`src/rtl/cfe_pkg.sv`:
```
`default_nettype none
// +----------------------------------------------------------------------+
// | cfe_pkg : shared widths, feedback FSM states and saturating add     |
// | Revision: 1.0                                                        |
// +----------------------------------------------------------------------+
package cfe_pkg;

  localparam int CFE_NBW_FO   = 13;
  localparam int CFE_NBI_FO   = -2;
  localparam int CFE_NBW_LAT  = 32;
  localparam int CFE_NBW_CORR = 16;
  localparam int CFE_NBW_DROP = 16;

  typedef enum logic [1:0] {
    ST_IDLE = 2'd0,
    ST_FWD  = 2'd1,
    ST_LOAD = 2'd2,
    ST_WAIT = 2'd3
  } cfe_fb_state_t;

  // Sum is formed one bit wider than the operands so the clamp sees the true value.
  function automatic logic signed [31:0] sat_add(
    input logic signed [31:0] a,
    input logic signed [31:0] b,
    input int unsigned        w
  );
    logic signed [32:0] sum;
    logic signed [32:0] hi;
    logic signed [32:0] lo;
    sum = $signed({a[31], a}) + $signed({b[31], b});
    hi  = (33'sd1 <<< (w - 1)) - 33'sd1;
    lo  = -(33'sd1 <<< (w - 1));
    if (sum > hi) begin
      sat_add = hi[31:0];
    end else if (sum < lo) begin
      sat_add = lo[31:0];
    end else begin
      sat_add = sum[31:0];
    end
  endfunction

endpackage
`default_nettype wire

```
`src/rtl/cfe_wait_counter.sv`:
```
`default_nettype none
// +----------------------------------------------------------------------+
// | cfe_wait_counter : loadable down-counter with zero flag             |
// | Revision: 1.0                                                        |
// +----------------------------------------------------------------------+
module cfe_wait_counter
  import cfe_pkg::*;
#(
  parameter int W = cfe_pkg::CFE_NBW_LAT
) (
  input  logic         clk,
  input  logic         rst_async,
  input  logic         i_clear,
  input  logic         i_load,
  input  logic [W-1:0] i_load_val,
  input  logic         i_dec,
  output logic         o_zero
);

  logic [W-1:0] cnt_q;
  logic [W-1:0] cnt_d;

  always_comb begin
    cnt_d = cnt_q;
    if (i_clear) begin
      cnt_d = '0;
    end else if (i_load) begin
      cnt_d = i_load_val;
    end else if (i_dec && (cnt_q != '0)) begin
      cnt_d = cnt_q - W'(1);
    end
  end

  always_ff @(posedge clk or posedge rst_async) begin
    if (rst_async) begin
      cnt_q <= '0;
    end else begin
      cnt_q <= cnt_d;
    end
  end

  assign o_zero = (cnt_q == '0);

endmodule
`default_nettype wire

```
`src/rtl/cfe_fo_feedback_ctrl.sv`:
```
`default_nettype none
// +----------------------------------------------------------------------+
// | cfe_fo_feedback_ctrl : forwards FO estimates, accumulates correction |
// | Revision: 1.0                                                        |
// +----------------------------------------------------------------------+
module cfe_fo_feedback_ctrl
  import cfe_pkg::*;
#(
  parameter int CFE_NBW_FO   = cfe_pkg::CFE_NBW_FO,
  parameter int CFE_NBW_LAT  = cfe_pkg::CFE_NBW_LAT,
  parameter int CFE_NBW_CORR = cfe_pkg::CFE_NBW_CORR,
  parameter int CFE_NBW_DROP = cfe_pkg::CFE_NBW_DROP
) (
  input  logic                    clk,
  input  logic                    rst_async,
  input  logic                    i_clear,
  input  logic                    i_est_valid,
  input  logic [CFE_NBW_FO-1:0]   i_est_fo,
  input  logic [CFE_NBW_LAT-1:0]  i_wait,
  output logic                    o_valid,
  output logic [CFE_NBW_FO-1:0]   o_fo_value,
  output logic [CFE_NBW_CORR-1:0] o_fo_corr,
  output logic                    o_busy,
  output logic [CFE_NBW_DROP-1:0] o_drop_cnt
);

  cfe_fb_state_t          state_q;
  logic                    valid_q;
  logic                    busy_q;
  logic [CFE_NBW_FO-1:0]   fo_q;
  logic [CFE_NBW_CORR-1:0] corr_q;
  logic [CFE_NBW_CORR-1:0] corr_d;
  logic [CFE_NBW_DROP-1:0] drop_q;
  logic [CFE_NBW_DROP-1:0] drop_d;
  logic                    w_cnt_zero;

  logic signed [31:0] w_corr_ext;
  logic signed [31:0] w_fo_neg;
  logic signed [31:0] w_sat;
  logic               w_sat_unused;

  // Negation in 32 bits keeps the most-negative estimate exact ahead of the clamp.
  assign w_corr_ext   = {{(32-CFE_NBW_CORR){corr_q[CFE_NBW_CORR-1]}}, corr_q};
  assign w_fo_neg     = -{{(32-CFE_NBW_FO){fo_q[CFE_NBW_FO-1]}}, fo_q};
  assign w_sat        = sat_add(w_corr_ext, w_fo_neg, CFE_NBW_CORR);
  assign corr_d       = w_sat[CFE_NBW_CORR-1:0];
  assign w_sat_unused = ^w_sat[31:CFE_NBW_CORR];

  assign drop_d = (drop_q == '1) ? drop_q : drop_q + CFE_NBW_DROP'(1);

  cfe_wait_counter #(
    .W (CFE_NBW_LAT)
  ) u_wait_counter (
    .clk        (clk),
    .rst_async  (rst_async),
    .i_clear    (i_clear),
    .i_load     (state_q == ST_LOAD),
    .i_load_val (i_wait),
    .i_dec      (state_q == ST_WAIT),
    .o_zero     (w_cnt_zero)
  );

  always_ff @(posedge clk or posedge rst_async) begin
    if (rst_async) begin
      state_q <= ST_IDLE;
      valid_q <= 1'b0;
      busy_q  <= 1'b0;
      fo_q    <= '0;
      corr_q  <= '0;
      drop_q  <= '0;
    end else if (i_clear) begin
      state_q <= ST_IDLE;
      valid_q <= 1'b0;
      busy_q  <= 1'b0;
      corr_q  <= '0;
      drop_q  <= '0;
    end else begin
      if (i_est_valid && (state_q != ST_IDLE)) begin
        drop_q <= drop_d;
      end
      case (state_q)
        ST_IDLE: begin
          if (i_est_valid) begin
            state_q <= ST_FWD;
            valid_q <= 1'b1;
            busy_q  <= 1'b1;
            fo_q    <= i_est_fo;
          end
        end
        ST_FWD: begin
          corr_q  <= corr_d;
          valid_q <= 1'b0;
          state_q <= ST_LOAD;
        end
        ST_LOAD: begin
          state_q <= ST_WAIT;
        end
        ST_WAIT: begin
          if (w_cnt_zero) begin
            state_q <= ST_IDLE;
            busy_q  <= 1'b0;
          end
        end
        default: begin
          state_q <= ST_IDLE;
          valid_q <= 1'b0;
          busy_q  <= 1'b0;
        end
      endcase
    end
  end

  assign o_valid    = valid_q;
  assign o_fo_value = fo_q;
  assign o_fo_corr  = corr_q;
  assign o_busy     = busy_q;
  assign o_drop_cnt = drop_q;

endmodule
`default_nettype wire

```
`config.mk`:
```
export PLATFORM = sky130hd
export DESIGN_NAME = cfe_fo_feedback_ctrl
export DESIGN_NICKNAME = d
export VERILOG_FILES = /design/src/rtl/cfe_pkg.sv /design/src/rtl/cfe_wait_counter.sv /design/src/rtl/cfe_fo_feedback_ctrl.sv
export SDC_FILE = /design/constraint.sdc
export NUM_CORES = 1
export LEC_CHECK = 0
export ABC_AREA = 1
export CORE_UTILIZATION = 35
export CTS_BUF_LIST = sky130_fd_sc_hd__clkbuf_8
export CTS_CLUSTER_DIAMETER = 40
export DETAILED_ROUTE_END_ITERATION = 16
export MAX_ROUTING_LAYER = met4
export PLACE_DENSITY = 0.57
export REMOVE_ABC_BUFFERS = 1
export SLEW_MARGIN = 20
export SYNTH_ARGS = -nofsm -noshare
export SYNTH_HDL_FRONTEND = slang
export SYNTH_SLANG_ARGS = --single-unit
```
`constraint.sdc`:
```
create_clock -name clk -period 5.1 [get_ports clk]
set_input_delay 1.02 -clock clk [delete_from_list [all_inputs] [get_ports clk]]
set_output_delay 1.02 -clock clk [all_outputs]
set_load 0.05 [all_outputs]
```
==> Slide: Implementation Results, run 1 <==
Synthesis and Place & Route Summary

Outcome
  • Outcome: finished clean

Clocking
  • CTS tree: yes
  • CTS Buffer Depth: 2
  • Total number of H-tree levels: 3
  • CTS root buffer: clkbuf_8
  • Clock-pin slew of the registers on the worst-case setup and hold paths: 0.10 ns
  • Clock tree sinks: 81
  • Number of buffers inserted to repair setup after CTS: 0
  • Cts repair resizes: 0

Floorplanning
  • Tap cell instance count: roughly 280
  • Row Count: 53
  • Pre-placement core utilization: 0.359
  • Die Wd: ~150 um
  • Die Span Y: 149 um
  • Core region area: 21200 um^2
  • Overall die area: around 22000 um^2

Worst hold path
  • Hold wc startpoint: o_valid
  • Worst hold path type: reg -> reg
  • Worst hold endpoint: o_valid
  • Hold Path Stages: 2

Final timing
  • Hold violation count in the final report: 0
  • Period utilization: 0.897
  • Number of slew-limit violations in the final report: 0
  • Minimum hold slack: approximately 0.51 ns
  • Highest clock rate: around 220 MHz
  • Slew at the pin with the worst max-slew slack: roughly 0.74 ns
  • Rel. slew slack: 0.509
  • Final worst setup slack: 0.525 ns
  • Tmin final: approximately 4.6 ns

Synthesis
  • MUX area fraction: 0.0123
  • Area fraction in full adders, half adders and majority gates: 0.0734
  • Synth Area per Inst: approximately 6.5 um^2
  • Area of the synthesized netlist per yosys stat: about 7600 um^2
  • Library cells used by synthesis: ~54
  • Proportion of synthesized flip-flops having asynchronous set or reset: 1.00
  • Area fraction in xor and xnor cells: 0.0436
  • Simple-gate area share of the yosys netlist: 0.366
  • Count of library flops with an enable pin: 0
  • Post-synth design cell area: ~7600 um^2
  • Top cell types by occurrence after synthesis: 314 x nand2_1, 192 x inv_1, 121 x nor2_1
  • Gate count after technology mapping: roughly 1200
  • Total cells reported by yosys after synthesis: roughly 1200
  • And-or/or-and share of the synthesized area: 0.118
  • Leading cell types by total area after synthesis: dfrtp_1 27%, nand2_1 16%, inv_1 9.5%, ha_1 7.1%, nor2_1 6.0%
  • Top cell type by total area after synthesis: dfrtp_1

Setup path
  • Slowest stage delay, CP: ~0.44 ns
  • Timing endpoint of the critical path: o_fo_corr[14]
  • Category of the worst setup path capture point: flip-flop
  • Worst R2R Start: o_fo_value[0]
  • Number of buffer and inverter stages on the critical path: 2
  • Top cell family by delay on the critical path: simple AND/OR/NAND/NOR gates
  • Maximum net fanout on the critical path: 13
  • Type of the worst setup path: reg -> reg
  • Worst setup SP type: flip-flop
  • Worst EP required: between 5 and 6 ns
  • Critical R2R Capture: o_fo_corr[14]
  • First element of the critical path: o_fo_value[0]
  • Slowest stage cell, crit path: nor2_1

Placement
  • Detailed placer's ending HPWL: 17.9 mm
  • Placed Cells incl. Taps: 1528
  • Setup WS pre-CTS: approximately 0.54 ns
  • Buffers added on ports: 95
  • Final GP Congestion: between 0.9 and 1
  • DP Area: between 8000 and 9000 um^2

Layout
  • Number of multi-input combinational cells in the layout: ~860
  • Final Core Density: 0.428
  • Area growth syn-to-layout: 19.2%
  • Non-Filler Instances: around 1500
  • ANT cells: 0
  • Count of plain and timing-repair buffers in the layout: 105
  • Share of final layout cell area taken by non-clock buffers: 0.113
  • Signal inverters: about 210
  • Area occupied by multi-input gates: 4660 um^2
  • Area occupied by registers: 2030 um^2
  • Number of sequential cells in the layout: 81
  • Comb area share: 0.515
  • Top cell category: combinational gates
  • Flip-flop count of the largest register, all copies and words added: 32
  • Sequential fraction of total cell area: 0.224
  • Commonest non-fill, non-tap cell in the layout: nand2_1
  • Share of layout cells above drive strength 1: 0.0914

Global route
  • Wire length of the first global-routing pass: 37.8 mm
  • Routing usage on met1: 0.278
  • Gr usage total: 0.223
  • Antenna violations before repair: 0
  • Largest net degree at the start of global routing: roughly 47
  • Busiest layer in global routing: met2
  • Overflow left after global routing: 0
  • Vias in the first global route: about 7400
  • Met3 usage in global routing: 0.0404

Job
  • Maximum capacitance violations: 0
  • Tool warning count: 29

Drt
  • WL met2: 10.9 mm
  • Detail Route Antenna Nets: 0
  • Detailed-route via count: between 7000 and 8000
  • DR iter-0 viols: 474
  • Post-detailed-route via-to-cell ratio: ~4.9
  • Met1 wire length: a little over 10 mm
  • Met3 wire len: 986 um
  • Post-route DRC violation count: 0

Power
  • Power Sequential: about 1.1 mW
  • Internal: 2.80 mW
  • Switching component of the power: approximately 3.9 mW
  • Clock network power: 0.528 mW
  • Worst VDD drop: ~0.00031 V
  • Relative contribution of sequential cells to total power: 0.164
  • Fraction of power spent switching nets: 0.580
Fig. 1: run 1, metal 1
(4 px per um) Supply wires on this layer in gray. Cells faint in the background.
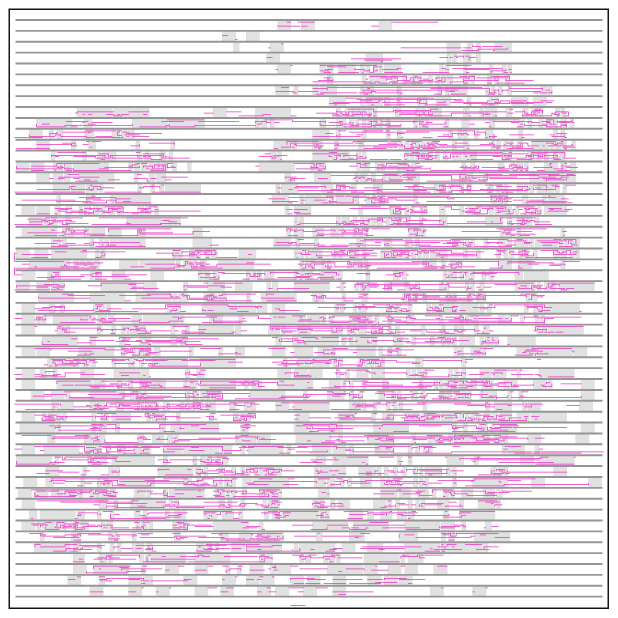
share of all routed wire: 46%
nets with wire on the layer: 1254
main direction: horizontal
longest straight run: 40.0 um
wire length on this layer: 10400 um

Fig. 2: run 1, routing congestion
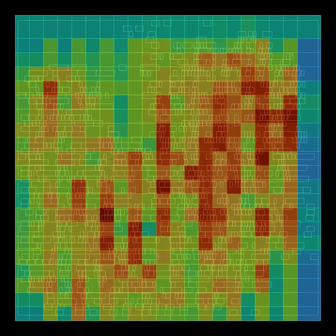
wire length per cell after detailed routing: 14.7 um
met2 GRT Util: 0.367

Fig. 3: run 1, met4 routing
(3 px per um) Supply wires on this layer in gray.
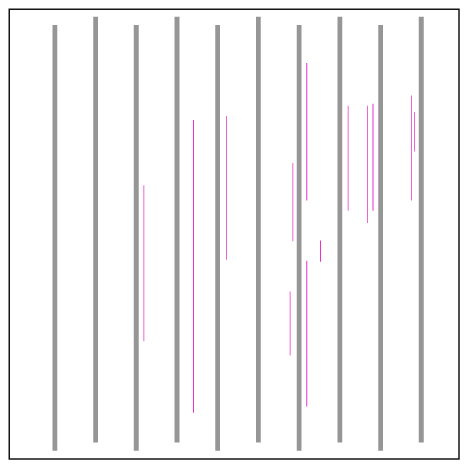
main direction: vertical
wire length on this layer: 501 um
share of all routed wire: 2.2%

==> run 1 -> run 2 <==
SKIP_LAST_GASP = 1   (was default)
Fig. 4: run 2, metal 1
(4 px per um) Supply wires on this layer in gray. Cells faint in the background.
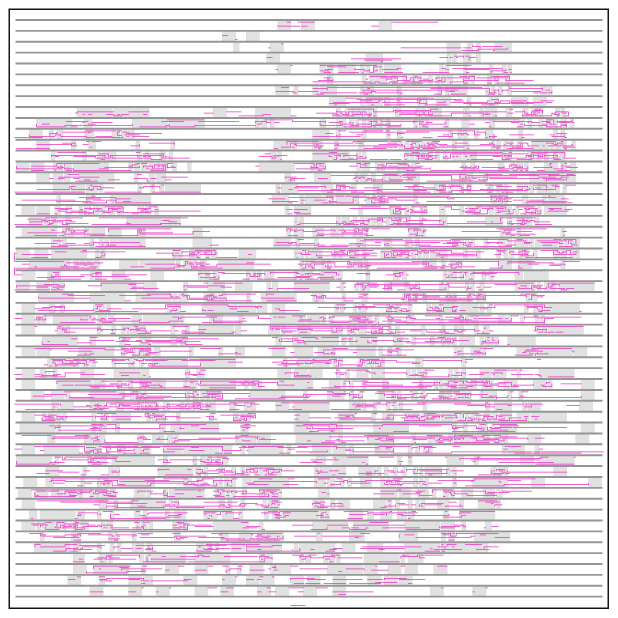
nets with wire on the layer: 1254
main direction: horizontal
wire length on this layer: 10400 um

==> run 2 against run 1 <==
Compared with the run above:
- clock power about the same
- hold slack unchanged
- fmax unchanged
- sequential share of layout area unchanged
- routed wire length unchanged
==> Slide: Implementation Results, run 2 <==
Synthesis and Place & Route Summary

Worst hold path
  • Worst hold endpoint: o_valid
  • Worst hold path type: reg -> reg
  • Hold wc startpoint: o_valid
  • Hold Path Stages: 2 (unchanged)

Power
  • Reported combinational group power: between 5 and 6 mW
  • Worst VDD drop: 0.000314 V (unchanged)
  • Pleak: 4.58 nW
  • Relative contribution of sequential cells to total power: 0.164 (about the same)
  • Power Sequential: 1.09 mW (about the same)
  • Fraction of power spent switching nets: 0.580 (unchanged)
  • Clock network power: 0.528 mW (about the same)
  • Internal: 2.80 mW (unchanged)

Setup path
  • First element of the critical path: o_fo_value[0]
  • Top cell family by delay on the critical path: simple AND/OR/NAND/NOR gates
  • Category of the worst setup path capture point: flip-flop
  • Worst setup SP type: flip-flop
  • Number of buffer and inverter stages on the critical path: 2 (unchanged)
  • Worst R2R Start: o_fo_value[0]
  • Type of the worst setup path: reg -> reg
  • Critical R2R Capture: o_fo_corr[14]
  • Slowest stage cell, crit path: nor2_1
  • Maximum net fanout on the critical path: 13 (unchanged)
  • Worst EP required: 5.42 ns (about the same)
  • Timing endpoint of the critical path: o_fo_corr[14]
  • Data arrival at the endpoint of the critical path: between 4 and 5 ns
  • Slowest stage delay, CP: 0.44 ns (about the same)

Floorplanning
  • Pre-placement core utilization: 0.359 (unchanged)
  • Core region area: 21200 um^2 (unchanged)
  • Die Span Y: 149 um (unchanged)
  • Tap cell instance count: 275 (unchanged)
  • Overall die area: 22300 um^2 (unchanged)
  • Row Count: 53 (unchanged)

Drt
  • Wire length per cell after detailed routing: 14.7 um (unchanged)
  • Detail Route Antenna Nets: 0 (unchanged)
  • Detailed-route via count: 7545 (unchanged)
  • Met1 wire length: 10.4 mm (unchanged)
  • WL met2: 10.9 mm (unchanged)
  • Post-route DRC violation count: 0 (unchanged)
  • Met3 wire len: 986 um (unchanged)
  • Post-detailed-route via-to-cell ratio: 4.89 (unchanged)
  • DR iter-0 viols: 474 (unchanged)

Synthesis
  • Total cells reported by yosys after synthesis: 1169 (unchanged)
  • Leading cell types by total area after synthesis: dfrtp_1 27%, nand2_1 16%, inv_1 9.5%, ha_1 7.1%, nor2_1 6.0%
  • Synth Area per Inst: 6.50 um^2 (unchanged)
  • Top cell type by total area after synthesis: dfrtp_1
  • Area of the synthesized netlist per yosys stat: 7600 um^2 (unchanged)
  • Count of library flops with an enable pin: 0 (unchanged)
  • Simple-gate area share of the yosys netlist: 0.366 (unchanged)
  • Area fraction in full adders, half adders and majority gates: 0.0734 (unchanged)
  • Proportion of synthesized flip-flops having asynchronous set or reset: 1.00 (unchanged)
  • MUX area fraction: 0.0123 (unchanged)
  • And-or/or-and share of the synthesized area: 0.118 (unchanged)
  • Top cell types by occurrence after synthesis: 314 x nand2_1, 192 x inv_1, 121 x nor2_1
  • Gate count after technology mapping: 1169 (unchanged)
  • Area fraction in xor and xnor cells: 0.0436 (unchanged)
  • Library cells used by synthesis: 54 (unchanged)

Global route
  • Busiest layer in global routing: met2
  • Met3 usage in global routing: 0.0404 (unchanged)
  • Overflow left after global routing: 0 (unchanged)
  • Met2 GRT Util: 0.367 (unchanged)
  • Largest net degree at the start of global routing: 47 (unchanged)
  • Routing usage on met1: 0.278 (unchanged)
  • Wire length of the first global-routing pass: 37.8 mm (unchanged)
  • Vias in the first global route: 7407 (unchanged)
  • Gr usage total: 0.223 (unchanged)
  • Antenna violations before repair: 0 (unchanged)

Layout
  • Share of layout cells above drive strength 1: 0.0914 (unchanged)
  • Top cell category: combinational gates
  • Final Core Density: 0.428 (unchanged)
  • Comb area share: 0.515 (unchanged)
  • Most numerous logic cells after layout: 314 x nand2_1, 191 x inv_1, 121 x nor2_1
  • ANT cells: 0 (unchanged)
  • Commonest non-fill, non-tap cell in the layout: nand2_1
  • Share of final layout cell area taken by non-clock buffers: 0.113 (unchanged)
  • Count of plain and timing-repair buffers in the layout: 105 (unchanged)
  • Area occupied by registers: 2030 um^2 (unchanged)
  • Area occupied by multi-input gates: 4660 um^2 (unchanged)
  • Area growth syn-to-layout: 19.2% (unchanged)
  • Signal inverters: 210 (unchanged)
  • Sequential fraction of total cell area: 0.224 (unchanged)
  • Number of multi-input combinational cells in the layout: 857 (unchanged)
  • Number of sequential cells in the layout: 81 (unchanged)
  • Non-Filler Instances: 1544 (unchanged)
  • Flip-flop count of the largest register, all copies and words added: 32 (unchanged)

Clocking
  • Number of buffers inserted to repair setup after CTS: 0 (unchanged)
  • CTS tree: yes
  • Total number of H-tree levels: 3 (unchanged)
  • Clock-pin slew of the registers on the worst-case setup and hold paths: 0.10 ns (about the same)
  • CTS root buffer: clkbuf_8
  • Hold bufs inserted after CTS: 0
  • CTS Buffer Depth: 2 (unchanged)
  • Clock tree sinks: 81 (unchanged)
  • Cts repair resizes: 0 (unchanged)

Placement
  • Final GP Congestion: 0.992 (unchanged)
  • Detailed placer's ending HPWL: 17.9 mm (unchanged)
  • DP Area: 8850 um^2 (unchanged)
  • Buffers added on ports: 95 (unchanged)
  • Placed Cells incl. Taps: 1528 (unchanged)
  • Setup WS pre-CTS: 0.537 ns (unchanged)

Job
  • Tool warning count: 29 (unchanged)
  • Maximum capacitance violations: 0 (unchanged)

Final timing
  • Highest clock rate: 219 MHz (unchanged)
  • Minimum hold slack: 0.513 ns (unchanged)
  • Number of slew-limit violations in the final report: 0 (unchanged)
  • Final worst setup slack: 0.525 ns (unchanged)
  • Rel. slew slack: 0.509 (unchanged)
  • Period utilization: 0.897 (unchanged)
  • Tmin final: 4.58 ns (unchanged)
  • Hold violation count in the final report: 0 (unchanged)

Outcome
  • Outcome: finished clean
Power and IR drop assume default switching activity.
